$ cat src/rtl/vlsu_store_seq_pkg.sv
// Shared types and constants for the vector store sequencer.
package vlsu_store_seq_pkg;

    // Number of write lanes. Each lane is tied to one bank, addr[1:0].
    localparam int VSQ_LANES = 4;

    typedef enum logic [1:0] {
        VSQ_IDLE  = 2'd0,
        VSQ_ISSUE = 2'd1,
        VSQ_DONE  = 2'd2
    } vsq_state_e;

    // Counts the elements in a 4-bit accept mask.
    function automatic logic [2:0] vsq_popcnt4(input logic [3:0] m);
        return 3'(m[0]) + 3'(m[1]) + 3'(m[2]) + 3'(m[3]);
    endfunction

endpackage

$ cat src/rtl/vlsu_store_seq_if.sv
// Request, VRF read and bank-write bus between the vector controller and the store sequencer.
interface vlsu_store_seq_if #(
    parameter int ADDR_W = 12,
    parameter int VL_W   = 6
);
    import vlsu_store_seq_pkg::*;

    logic                                start;
    logic [ADDR_W-1:0]                   base_addr;
    logic [ADDR_W-1:0]                   stride;
    logic [VL_W-1:0]                     vl;
    logic                                stall;
    logic [VL_W-1:0]                     vrf_idx;
    logic [VSQ_LANES-1:0][31:0]          vrf_data;
    logic                                is_vstype;
    logic [VSQ_LANES-1:0][31:0]          vs_data;
    logic [VSQ_LANES-1:0][ADDR_W-1:0]    vs_addr;
    logic                                busy;
    logic                                done;

    modport slave (
        input  start, base_addr, stride, vl, stall, vrf_data,
        output vrf_idx, is_vstype, vs_data, vs_addr, busy, done
    );

    modport master (
        output start, base_addr, stride, vl, stall, vrf_data,
        input  vrf_idx, is_vstype, vs_data, vs_addr, busy, done
    );
endinterface

$ cat src/rtl/vlsu_store_seq_group_sel.sv
// Picks the largest issuable group from the current 4-element window:
// a prefix that stays in the row of its first element and hits distinct banks.
module vsq_group_sel
    import vlsu_store_seq_pkg::*;
#(
    parameter int ADDR_W = 12,
    parameter int VL_W   = 6
) (
    input  logic [ADDR_W-1:0]                 base_i,
    input  logic [ADDR_W-1:0]                 stride_i,
    input  logic [VL_W-1:0]                   cursor_i,
    input  logic [VL_W-1:0]                   remain_i,
    output logic [VSQ_LANES-1:0]              accept_o,
    output logic [VSQ_LANES-1:0][1:0]         lane_o,
    output logic [VSQ_LANES-1:0][ADDR_W-1:0]  addr_o,
    output logic [2:0]                        size_o
);
    logic run;

    // Element addresses wrap modulo 2**ADDR_W; acceptance stops at the first conflict.
    always_comb begin
        accept_o = '0;
        lane_o   = '0;
        addr_o   = '0;
        run      = 1'b1;
        for (int j = 0; j < VSQ_LANES; j++) begin
            addr_o[j] = base_i + (ADDR_W'(cursor_i) + ADDR_W'(j)) * stride_i;
            lane_o[j] = addr_o[j][1:0];
        end
        for (int j = 0; j < VSQ_LANES; j++) begin
            run = run && (VL_W'(j) < remain_i)
                      && (addr_o[j][ADDR_W-1:2] == addr_o[0][ADDR_W-1:2]);
            for (int p = 0; p < j; p++)
                if (lane_o[p] == lane_o[j]) run = 1'b0;
            accept_o[j] = run;
        end
        size_o = vsq_popcnt4(accept_o);
    end
endmodule

$ cat src/rtl/vlsu_store_seq.sv
// Vector store sequencer: walks a strided store four VRF elements at a time and
// presents each bank-conflict-free group on the per-bank write lanes one cycle later.
module vlsu_store_seq
    import vlsu_store_seq_pkg::*;
#(
    parameter int ADDR_W = 12,
    parameter int VL_W   = 6
) (
    input  logic              clk,
    input  logic              rst,
    vlsu_store_seq_if.slave   bus
);
    vsq_state_e                        state_q, state_d;
    logic [VL_W-1:0]                   cursor_q, cursor_d;
    logic [ADDR_W-1:0]                 base_q, stride_q;
    logic [VL_W-1:0]                   vl_q;
    logic                              is_vstype_q;
    logic [VSQ_LANES-1:0][31:0]        vs_data_q, vs_data_d;
    logic [VSQ_LANES-1:0][ADDR_W-1:0]  vs_addr_q, vs_addr_d;
    logic                              load_req, issue;

    logic [VSQ_LANES-1:0]              accept;
    logic [VSQ_LANES-1:0][1:0]         lane;
    logic [VSQ_LANES-1:0][ADDR_W-1:0]  addr;
    logic [2:0]                        size;

    vsq_group_sel #(.ADDR_W(ADDR_W), .VL_W(VL_W)) u_sel (
        .base_i   (base_q),
        .stride_i (stride_q),
        .cursor_i (cursor_q),
        .remain_i (vl_q - cursor_q),
        .accept_o (accept),
        .lane_o   (lane),
        .addr_o   (addr),
        .size_o   (size)
    );

    // Next state, cursor advance and request capture; a stall freezes everything.
    always_comb begin
        state_d  = state_q;
        cursor_d = cursor_q;
        load_req = 1'b0;
        issue    = 1'b0;
        if (!bus.stall) begin
            case (state_q)
                VSQ_IDLE: if (bus.start) begin
                    load_req = 1'b1;
                    cursor_d = '0;
                    state_d  = (bus.vl == '0) ? VSQ_DONE : VSQ_ISSUE;
                end
                VSQ_ISSUE: begin
                    issue    = 1'b1;
                    cursor_d = cursor_q + VL_W'(size);
                    if (cursor_d == vl_q) state_d = VSQ_DONE;
                end
                VSQ_DONE: state_d = VSQ_IDLE;
                default:  state_d = VSQ_IDLE;
            endcase
        end
    end

    // Lane steering: accepted elements land on their bank; idle lanes keep the
    // group row but carry mismatching bank bits so they never write.
    always_comb begin
        for (int k = 0; k < VSQ_LANES; k++) begin
            vs_addr_d[k] = {addr[0][ADDR_W-1:2], 2'(k) ^ 2'b01};
            vs_data_d[k] = '0;
        end
        for (int j = 0; j < VSQ_LANES; j++) begin
            if (accept[j]) begin
                vs_addr_d[lane[j]] = addr[j];
                vs_data_d[lane[j]] = bus.vrf_data[j];
            end
        end
    end

    // State, request and output registers.
    always_ff @(posedge clk or posedge rst) begin
        if (rst) begin
            state_q     <= VSQ_IDLE;
            cursor_q    <= '0;
            base_q      <= '0;
            stride_q    <= '0;
            vl_q        <= '0;
            is_vstype_q <= 1'b0;
            vs_data_q   <= '0;
            vs_addr_q   <= '0;
        end else if (!bus.stall) begin
            state_q     <= state_d;
            cursor_q    <= cursor_d;
            is_vstype_q <= issue;
            if (load_req) begin
                base_q   <= bus.base_addr;
                stride_q <= bus.stride;
                vl_q     <= bus.vl;
            end
            if (issue) begin
                vs_data_q <= vs_data_d;
                vs_addr_q <= vs_addr_d;
            end
        end
    end

    assign bus.vrf_idx   = cursor_q;
    assign bus.is_vstype = is_vstype_q;
    assign bus.vs_data   = vs_data_q;
    assign bus.vs_addr   = vs_addr_q;
    assign bus.busy      = (state_q != VSQ_IDLE);
    assign bus.done      = (state_q == VSQ_DONE);
endmodule

$ cat src/flat_wrapper.sv
// flat-port wrapper written by rule: the top's interface ports become plain ports
module vlsu_store_seq_flat import vlsu_store_seq_pkg::*;
#(
    parameter int ADDR_W = 12,
    parameter int VL_W   = 6
)
  (clk, rst, bus_start, bus_base_addr, bus_stride, bus_vl, bus_stall, bus_vrf_data, bus_vrf_idx, bus_is_vstype, bus_vs_data, bus_vs_addr, bus_busy, bus_done);
  vlsu_store_seq_if #(.ADDR_W(ADDR_W), .VL_W(VL_W)) bus_i ();
  input  logic clk;
  input  logic rst;
  input wire logic [$bits(bus_i.start)-1:0] bus_start;
  input wire logic [$bits(bus_i.base_addr)-1:0] bus_base_addr;
  input wire logic [$bits(bus_i.stride)-1:0] bus_stride;
  input wire logic [$bits(bus_i.vl)-1:0] bus_vl;
  input wire logic [$bits(bus_i.stall)-1:0] bus_stall;
  input wire logic [$bits(bus_i.vrf_data)-1:0] bus_vrf_data;
  output wire logic [$bits(bus_i.vrf_idx)-1:0] bus_vrf_idx;
  output wire logic [$bits(bus_i.is_vstype)-1:0] bus_is_vstype;
  output wire logic [$bits(bus_i.vs_data)-1:0] bus_vs_data;
  output wire logic [$bits(bus_i.vs_addr)-1:0] bus_vs_addr;
  output wire logic [$bits(bus_i.busy)-1:0] bus_busy;
  output wire logic [$bits(bus_i.done)-1:0] bus_done;
  assign bus_i.start = bus_start;
  assign bus_i.base_addr = bus_base_addr;
  assign bus_i.stride = bus_stride;
  assign bus_i.vl = bus_vl;
  assign bus_i.stall = bus_stall;
  assign bus_i.vrf_data = bus_vrf_data;
  assign bus_vrf_idx = bus_i.vrf_idx;
  assign bus_is_vstype = bus_i.is_vstype;
  assign bus_vs_data = bus_i.vs_data;
  assign bus_vs_addr = bus_i.vs_addr;
  assign bus_busy = bus_i.busy;
  assign bus_done = bus_i.done;
  vlsu_store_seq #(.ADDR_W(ADDR_W), .VL_W(VL_W)) u_core (.clk(clk), .rst(rst), .bus(bus_i));
endmodule
$ cat config.mk
export PLATFORM = sky130hd
export DESIGN_NAME = vlsu_store_seq_flat
export DESIGN_NICKNAME = d
export VERILOG_FILES = /design/src/rtl/vlsu_store_seq_pkg.sv /design/src/rtl/vlsu_store_seq_if.sv /design/src/rtl/vlsu_store_seq_group_sel.sv /design/src/rtl/vlsu_store_seq.sv /design/src/flat_wrapper.sv
export SDC_FILE = /design/constraint.sdc
export NUM_CORES = 1
export LEC_CHECK = 0
export CAP_MARGIN = 20
export CORE_MARGIN = 5
export CORE_UTILIZATION = 60
export DETAILED_ROUTE_END_ITERATION = 16
export PLACE_DENSITY = 0.93
export REMOVE_ABC_BUFFERS = 1
export SLEW_MARGIN = 0
export SYNTH_ARGS = -nofsm -noshare
export SYNTH_HDL_FRONTEND = slang
export SYNTH_SLANG_ARGS = --single-unit
export TNS_END_PERCENT = 30
$ cat constraint.sdc
create_clock -name clk -period 13.9 [get_ports clk]
set_input_delay 1.39 -clock clk [delete_from_list [all_inputs] [get_ports clk]]
set_output_delay 1.39 -clock clk [all_outputs]
set_load 0.02 [all_outputs]
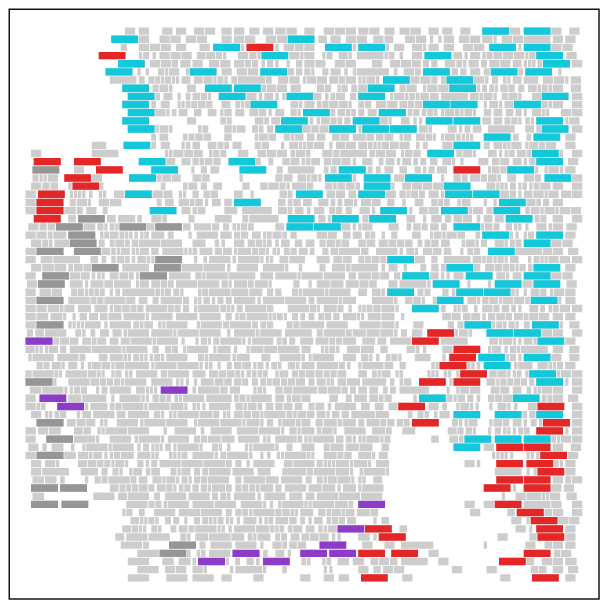
**Above:** run 1 (sequential cells grouped by signal name).
Scale: 3 px per um.
legend:
  u_core.bus.vs_addr:
    colour: red
    sequential_cells: 48
    where: spread over the die
  u_core.bus.vs_data:
    colour: cyan
    sequential_cells: 128
  u_core.base_q:
    colour: purple
    sequential_cells: 12

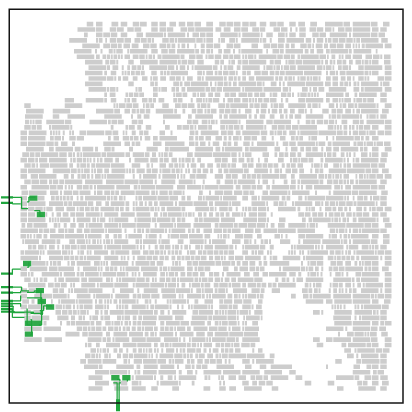
**Above:** run 1 (I/O nets highlighted).
Scale: 2 px per um.
legend:
  bus_stride:
    colour: green
    direction: input
    edge: 10 left, 2 bottom
    end_cells: 12
    buffers: 12
    wire: 205 um
Buffers on Ports: 346
num ports: 347

==> flow_metrics.tcl, run 1 <==
# collected from the flow reports
set metrics [dict create \
    outcome "complete, no violations" \
    setup_tns_ns 0 \
    insertion_delay_ns 0.56 \
    hpwl_mm 51.69 \
    synthAoiAreaFrac 0.1859 \
    grt-ovfl-total 0 \
    path_buffers 3 \
    top_cells_by_count "287 x inv_1, 223 x nand2_1, 215 x dfrtp_1" \
    grt_pass1_vias 20855 \
    worstPathArrival_ns 10.87 \
    layout_setup_ws_ns 3.458 \
    cp_slowest_stage_delay_ns 1.05 \
    critPathCaptureType "register" \
    most_common_cell "inv_1" \
    placed_cells 3014 \
    wl_met3_mm 9.293 \
    cts_made_buffers 24 \
    fin_cells 3067 \
    final_util 0.7353 \
    synth_area_leader_cell "dfrtp_1" \
    mux_area_frac 0.01187 \
    ff_type "dfrtp_1" \
    r2r-start "u_core.bus.vrf_idx[0]$_DFFE_PP0P_" \
    cts_tree "done" \
    cp-start-kind "register" \
    r2r_cells 30 \
    holdBufCountCts 0 \
    yosys.area_share.adder 0.2139 \
    required_ns 14.32 \
    grt_max_degree 100 \
    setup_violations 0 \
    wl_met2_mm 32.94 \
    ys_sh_xor 0.05583 \
    max_freq_ghz 0.09576 \
    async_flop_share 1.000 \
    first_pass_iters 6 \
    fillers 2346 \
    crit_type "register to register" \
    critical_path.max_fanout 99 \
    rsz0062_at_grt "no" \
    warnings 27 \
    holdCritPathClass "register to register" \
    routed.top_layer "met5" \
]
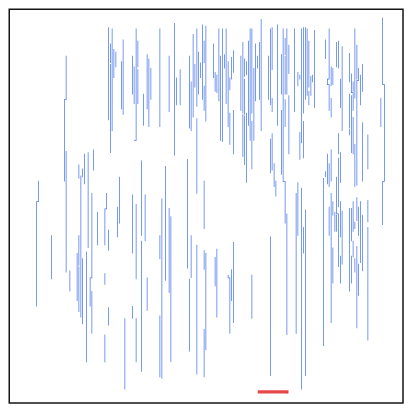
**Above:** run 1 (wiring by layer).
Scale: 2 px per um. Two of the layers only.
legend:
  metal 4:
    colour: blue
    wire_length: 6020 um
  metal 5:
    colour: red
    wire_length: 13.8 um
Vias: 20.53k
routed wire length: 73.61 mm
total global-route track usage: 0.3756
drt wl/cell: 24.00 um

[run 1: sequential cells by signal, indices dropped and copies added, names as in the netlist]
register / count
u_core.bus.vs_addr: 48
u_core.stride_q: 12
u_core.bus.is_vstype: 1
u_core.state_q: 2
u_core.vl_q: 6
u_core.bus.vs_data: 128
u_core.bus.vrf_idx: 6
u_core.base_q: 12
[run 1: final cells by class]
type,count,area (um^2),area share
Multi-Input combinational cell,1679,13660,0.5405
Sequential cell,215,5380,0.2129
Timing Repair Buffer,377,3704,0.1465
Inverter,289,1092,0.04322
Clock buffer,33,694.4,0.02747
Tap cell,455,569.3,0.02252
Clock inverter,11,153.9,0.006089
Antenna cell,8,20.02,0.0007920
**Run 1: cell outlines without signal wires**

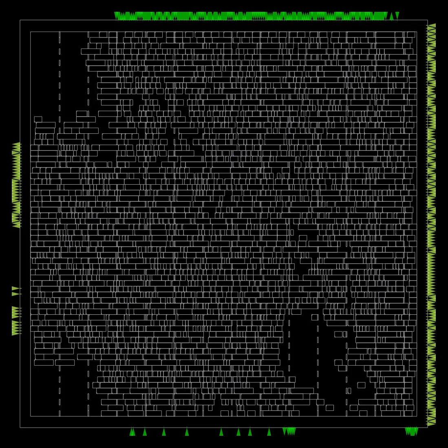

==> inputs of run 2 (changes only) <==
--- a/config.mk
+++ b/config.mk
@@ -7,9 +7,9 @@
 export LEC_CHECK = 0
 export CAP_MARGIN = 20
 export CORE_MARGIN = 5
-export CORE_UTILIZATION = 60
+export CORE_UTILIZATION = 50
 export DETAILED_ROUTE_END_ITERATION = 16
-export PLACE_DENSITY = 0.93
+export PLACE_DENSITY = 0.83
 export REMOVE_ABC_BUFFERS = 1
 export SLEW_MARGIN = 0
 export SYNTH_ARGS = -nofsm -noshare
==> constraint.sdc (replaced) <==
create_clock -name clk -period 8.4 [get_ports clk]
set_input_delay 0.84 -clock clk [delete_from_list [all_inputs] [get_ports clk]]
set_output_delay 0.84 -clock clk [all_outputs]
set_load 0.02 [all_outputs]
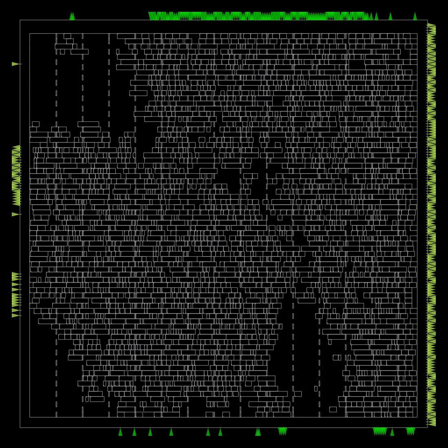
**Above:** run 2 (cell outlines without signal wires).
Tapcells: 532
Filler cells: 3233
Post-Layout Cell Count: 3235
area of the core: 40920 um^2
Seq/total area: 0.2039

==> flow_metrics.tcl, run 2 <==
# collected from the flow reports
set metrics [dict create \
    outcome "complete, no violations" \
    nNonClkBuffers 472 \
    top_cells_by_count "287 x inv_1, 223 x nand2_1, 215 x dfrtp_1" \
    most_common_cell "inv_1" \
    num_antenna_cells 3 \
    crit_type "register to register" \
    nClkBuffers 29 \
    mux_area_frac 0.01187 \
    grt_max_degree 99 \
    max_freq_ghz 0.1215 \
    first_pass_iters 8 \
    vias 20584 \
    largest_class "multi-input combinational cells" \
    largest_register_ffs 128 \
    r2r_cells 29 \
    comb-cell-share 0.5244 \
    final_util 0.6455 \
    cp-start-kind "register" \
    hpwl_mm 55.27 \
    path_buffers 4 \
    buffer_area_frac 0.1690 \
    inverters 289 \
    setup_tns_ns 0 \
    cts_made_buffers 25 \
    cts_tree "done" \
    holdBufCountCts 0 \
    flops 215 \
    holdCritPathClass "register to register" \
    r2r-start "u_core.bus.vrf_idx[0]$_DFFE_PP0P_" \
    grt-ovfl-total 0 \
    ys_sh_xor 0.05583 \
    critPathCaptureType "register" \
    logic_area_um2 13850 \
    ioPinCount 347 \
    synthAoiAreaFrac 0.1859 \
    portBuffers 346 \
    logic_gate_count 1679 \
    wl_per_cell_um 23.80 \
    cp_slowest_stage_delay_ns 0.55 \
    ff_type "dfrtp_1" \
    required_ns 8.85 \
    synth_area_leader_cell "dfrtp_1" \
]
==> run 2: routing by layer <==
metal  track usage  up-vias  routed length (um)
li1              -     8772                   -
met1        0.4015     9856               27160
met2        0.5257     1566               35690
met3       0.07345      388                8836
met4        0.1897        2                5291
met5             0        -                  13
==> run 2: through the flow <==
stage / area (um^2) / cells / worst slack, ns
6_report: 26420 / 3235 / 0.1698
5_1_grt: 26410 / 3233 / -0.02019
4_1_cts: 26120 / 3224 / 0.01438
3_5_place_dp: 25160 / 3179 / -0.02180
3_3_place_gp: 25160 / 3179 / 0.2413
2_1_floorplan: 20050 / 2183 / -2.330
